`src/rtl/openddr_cfg_apb_master.sv`:
```
// APB master for the OpenDDR configuration slave: request FIFO, one outstanding APB transfer, in-order responses.
// Optional build macro OPENDDR_APB_MST_ALIGN_CHK_EN rejects word-misaligned addresses without touching the bus.
module openddr_cfg_apb_master #(
  parameter int FIFO_DEPTH     = 4,
  parameter int TIMEOUT_CYCLES = 16
) (
  input  logic        clk,
  input  logic        rst_n,
  input  logic        req_valid,
  output logic        req_ready,
  input  logic        req_wr,
  input  logic [9:0]  req_addr,
  input  logic [31:0] req_wdata,
  output logic        rsp_valid,
  input  logic        rsp_ready,
  output logic [31:0] rsp_rdata,
  output logic        rsp_err,
  output logic        psel,
  output logic        penable,
  output logic        pwr,
  output logic [9:0]  paddr,
  output logic [31:0] pwdata,
  input  logic [31:0] prdata,
  input  logic        pready,
  input  logic        pslverr,
  output logic        busy
);
  localparam int AW = $clog2(FIFO_DEPTH);
  localparam int TW = $clog2(TIMEOUT_CYCLES);
  localparam int EW = 43;

  typedef enum logic [1:0] {IDLE, SETUP, ACCESS, RESP} state_t;
  state_t state, state_next;

  logic [EW-1:0] mem [FIFO_DEPTH];
  logic [AW-1:0] wr_ptr, rd_ptr;
  logic [AW:0]   count;
  logic          full, empty, push, pop;
  logic [EW-1:0] head;
  logic          head_misaligned;

  logic [TW-1:0] tmo_cnt;
  logic          tmo_clr, tmo_inc, load, capture, cap_err;
  logic [31:0]   cap_rdata;

  assign full  = (count == (AW+1)'(FIFO_DEPTH));
  assign empty = (count == '0);
  // Held low while in reset so every output reads 0 until release
  assign req_ready = rst_n && !full;
  assign push = req_valid && !full;
  assign head = mem[rd_ptr];

`ifdef OPENDDR_APB_MST_ALIGN_CHK_EN
  assign head_misaligned = (head[33:32] != 2'b00);
`else
  assign head_misaligned = 1'b0;
`endif

  always_ff @(posedge clk) begin
    if (push) mem[wr_ptr] <= {req_wr, req_addr, req_wdata};
  end

  always_ff @(posedge clk or negedge rst_n) begin
    if (!rst_n) begin
      wr_ptr <= '0;
      rd_ptr <= '0;
      count  <= '0;
    end else begin
      if (push) wr_ptr <= wr_ptr + AW'(1);
      if (pop)  rd_ptr <= rd_ptr + AW'(1);
      case ({push, pop})
        2'b10:   count <= count + (AW+1)'(1);
        2'b01:   count <= count - (AW+1)'(1);
        default: count <= count;
      endcase
    end
  end

  always_ff @(posedge clk or negedge rst_n) begin
    if (!rst_n) state <= IDLE;
    else        state <= state_next;
  end

  always_comb begin
    state_next = state;
    pop        = 1'b0;
    load       = 1'b0;
    capture    = 1'b0;
    cap_rdata  = '0;
    cap_err    = 1'b0;
    tmo_clr    = 1'b0;
    tmo_inc    = 1'b0;
    case (state)
      IDLE: begin
        if (!empty) begin
          pop = 1'b1;
          if (head_misaligned) begin
            capture    = 1'b1;
            cap_err    = 1'b1;
            state_next = RESP;
          end else begin
            load       = 1'b1;
            tmo_clr    = 1'b1;
            state_next = SETUP;
          end
        end
      end
      SETUP: state_next = ACCESS;
      ACCESS: begin
        if (pready) begin
          capture    = 1'b1;
          cap_rdata  = (pwr || pslverr) ? 32'h0 : prdata;
          cap_err    = pslverr;
          state_next = RESP;
        end else if (tmo_cnt == TW'(TIMEOUT_CYCLES - 1)) begin
          capture    = 1'b1;
          cap_err    = 1'b1;
          state_next = RESP;
        end else begin
          tmo_inc = 1'b1;
        end
      end
      RESP: if (rsp_ready) state_next = IDLE;
      default: state_next = IDLE;
    endcase
  end

  // Bus address/data registers only change on a pop that starts a real transfer
  always_ff @(posedge clk or negedge rst_n) begin
    if (!rst_n) begin
      paddr     <= '0;
      pwr       <= 1'b0;
      pwdata    <= '0;
      tmo_cnt   <= '0;
      rsp_rdata <= '0;
      rsp_err   <= 1'b0;
    end else begin
      if (load) begin
        pwr    <= head[42];
        paddr  <= head[41:32];
        pwdata <= head[31:0];
      end
      if (tmo_clr)      tmo_cnt <= '0;
      else if (tmo_inc) tmo_cnt <= tmo_cnt + TW'(1);
      if (capture) begin
        rsp_rdata <= cap_rdata;
        rsp_err   <= cap_err;
      end
    end
  end

  assign psel      = (state == SETUP) || (state == ACCESS);
  assign penable   = (state == ACCESS);
  assign rsp_valid = (state == RESP);
  assign busy      = !empty || (state != IDLE);
endmodule
```
`config.mk`:
```
export PLATFORM = sky130hd
export DESIGN_NAME = openddr_cfg_apb_master
export DESIGN_NICKNAME = d
export VERILOG_FILES = /design/src/rtl/openddr_cfg_apb_master.sv
export SDC_FILE = /design/constraint.sdc
export NUM_CORES = 1
export LEC_CHECK = 0
export ABC_AREA = 1
export CORE_MARGIN = 4
export CORE_UTILIZATION = 35
export DETAILED_ROUTE_END_ITERATION = 16
export PLACE_DENSITY_LB_ADDON = 0.1
export SETUP_SLACK_MARGIN = 0.05
export SLEW_MARGIN = 20
export SYNTH_ARGS = -nofsm -noshare
export SYNTH_HDL_FRONTEND = slang
export SYNTH_SLANG_ARGS = --single-unit
```
`constraint.sdc`:
```
create_clock -name clk -period 3.1 [get_ports clk]
set_clock_uncertainty 0.05 [all_clocks]
set_input_delay 0.62 -clock clk [delete_from_list [all_inputs] [get_ports clk]]
set_output_delay 0.62 -clock clk [all_outputs]
set_load 0.005 [all_outputs]
```
==> impl_metrics.env <==
# source this file to load flow results
export IMPL_path_class="reg2out"
export IMPL_synth_area_sq_um=10500
export IMPL_clkSinkCount=261
export IMPL_place_congestion=0.735
export IMPL_peakVddDrop_v=0.000442
export IMPL_chipHeight_um=181
export IMPL_r2r_slack_ns=1.08
export IMPL_inv_count=22
export IMPL_dp_slack_ns=0.657
export IMPL_timing_rr_end="count[2]"
export IMPL_h_tree_depth=1
export IMPL_sh_seq_area=0.545
export IMPL_placed_area_sq_um=12600
export IMPL_clockBufferDepth=3
export IMPL_status="finished clean"
export IMPL_fin_cells=1587
export IMPL_synth_warnings=0
export IMPL_wire_per_inst_um=15.3
export IMPL_route_detailed_drc=0
export IMPL_flops=261
export IMPL_worst_slew_pin_slew_ns=0.952
export IMPL_grt_max_degree=59
export IMPL_layout_setup_ws_ns=0.526
export IMPL_logic_gates=683
export IMPL_ys_chip_area_sq_um=10500
export IMPL_comb_area_sq_um=2770
export IMPL_antenna_found_initial=0
export IMPL_synth_avg_cell_area_sq_um=10.4
export IMPL_finalSetupViolCount=0
export IMPL_clkbuf_count=38
export IMPL_rows=63
export IMPL_final_util=0.459
export IMPL_area_leaders="edfxtp_1 (49%), nand2_1 (23%), dfrtp_1 (21%)"
export IMPL_common_cells="nand2_1 (629), edfxtp_1 (172), dfrtp_1 (89)"
export IMPL_pin_count=162
export IMPL_hold_buffers=0
export IMPL_grt_pass1_wl_um=38800
export IMPL_comb_share=0.204
==> cells by family (layout without fill, tap and decap cells) <==
group / after synthesis / after routing / synth area share
and+or+nand+nor: 658 / 658 / 0.239
DFF: 261 / 261 / 0.707
buffers and inverters: 65 / 253 / 0.0315
adders and majority gates: 11 / 11 / 0.0139
AOI/OAI and AO/OA: 10 / 10 / 0.00514
xor gates and xnor gates: 4 / 4 / 0.00335
==> placed cells by master, fill, tap and decap left out, drive strengths merged <==
master,synthesis,final
inv,22,22
clkinvlp,0,1
a31oi,1,1
or2,2,2
xnor2,1,1
a21oi,2,2
nor2,14,14
fa,1,1
nand4,3,3
nand2,630,630
bufinv,0,5
a21boi,1,1
xor2,3,3
edfxtp,172,172
ha,10,10
nand3,7,7
nor3,2,2
o21ai,6,6
clkbuf,4,38
clkinv,0,8
clkdlybuf4s50,0,160
dfrtp,89,89
buf,39,19
==> state kept, by name (all words and copies together), names as in the netlist <==
signal,count
mem,172
pwdata,32
rsp_rdata,32
paddr,10
tmo_cnt,4
count,3
rd_ptr,2
state,2
wr_ptr,2
pwr,1
rsp_err,1
==> per-layer routing <==
layer  vias up  part of all wire  wire, um
li1       3542                 -         -
met1      3230              0.48     11600
met2       181              0.44     10800
met3        36             0.055      1340
met4         0             0.021       514
met5         -                 0         0
==> critical path, stage by stage, from the launching register on <==
cell and delay, ns:
dfrtp_1 0.37, inv_1 0.08, ha_1 0.22, nand3_1 0.15, clkdlybuf4s50_1 0.55
==> report_power, final <==
part	switching [W]	internal [W]	leakage, nW	total [W]
logic	0.00256	0.00173	2.77	0.00430
clock network	0.00134	0.00224	0.494	0.00358
registers	0.000406	0.00468	2.71	0.00509
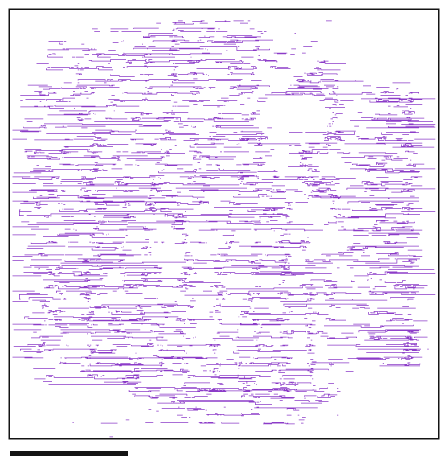
layer_met1.png
The bar under the picture is 50 um long.
wire length on this layer: 11600 um
main direction: horizontal
met1 Track Usage GR: 0.211
vias post-DR: 6989
aggregate routed wire length: 24300 um

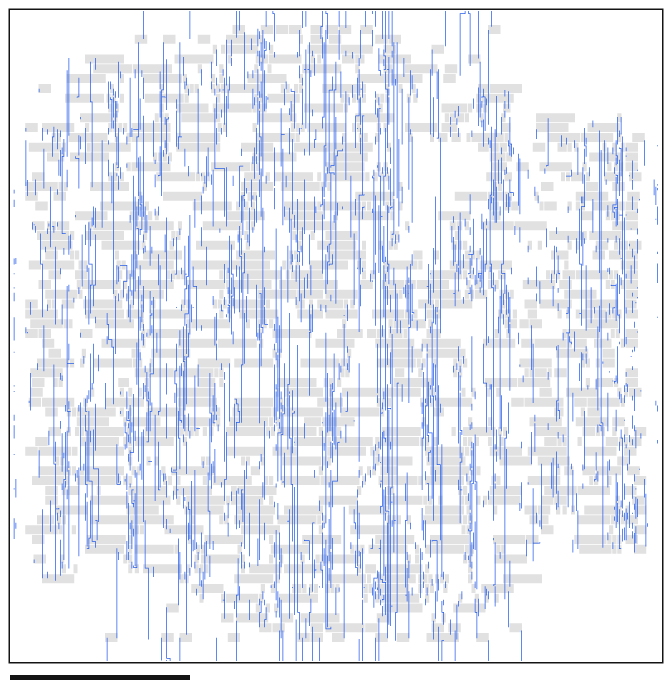
layer_met2.png
The bar under the picture is 50 um long. Cells faint in the background.
wire length on this layer: 10800 um
longest straight run: 75.8 um
main direction: vertical
share of all routed wire: 44%
nets with wire on the layer: 862
met2 Use GR: 0.230

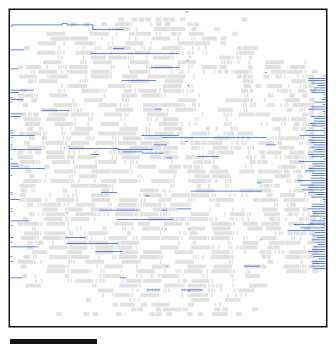
layer_met3.png
The bar under the picture is 50 um long. Cells faint in the background.
share of all routed wire: 5.5%
main direction: horizontal
longest straight run: 60.0 um
wire length on this layer: 1340 um
met3 Use GR: 0.0264

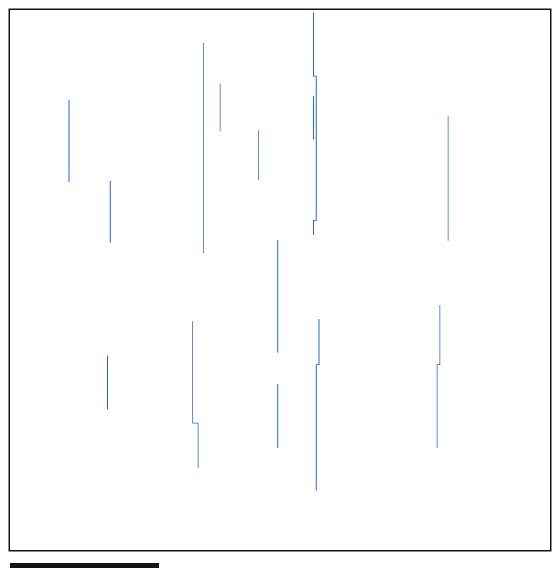
layer_met4.png
The bar under the picture is 50 um long.
wire length on this layer: 515 um
longest straight run: 70.0 um
main direction: vertical
nets with wire on the layer: 7

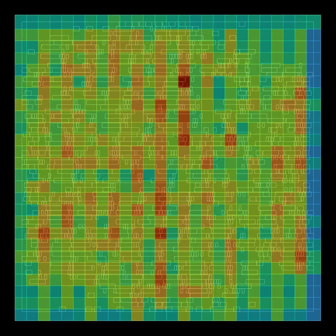
congestion.png
global-route total usage across every layer: 0.146
GRT busiest layer: met2

Power is estimated from default activity; no workload was simulated.
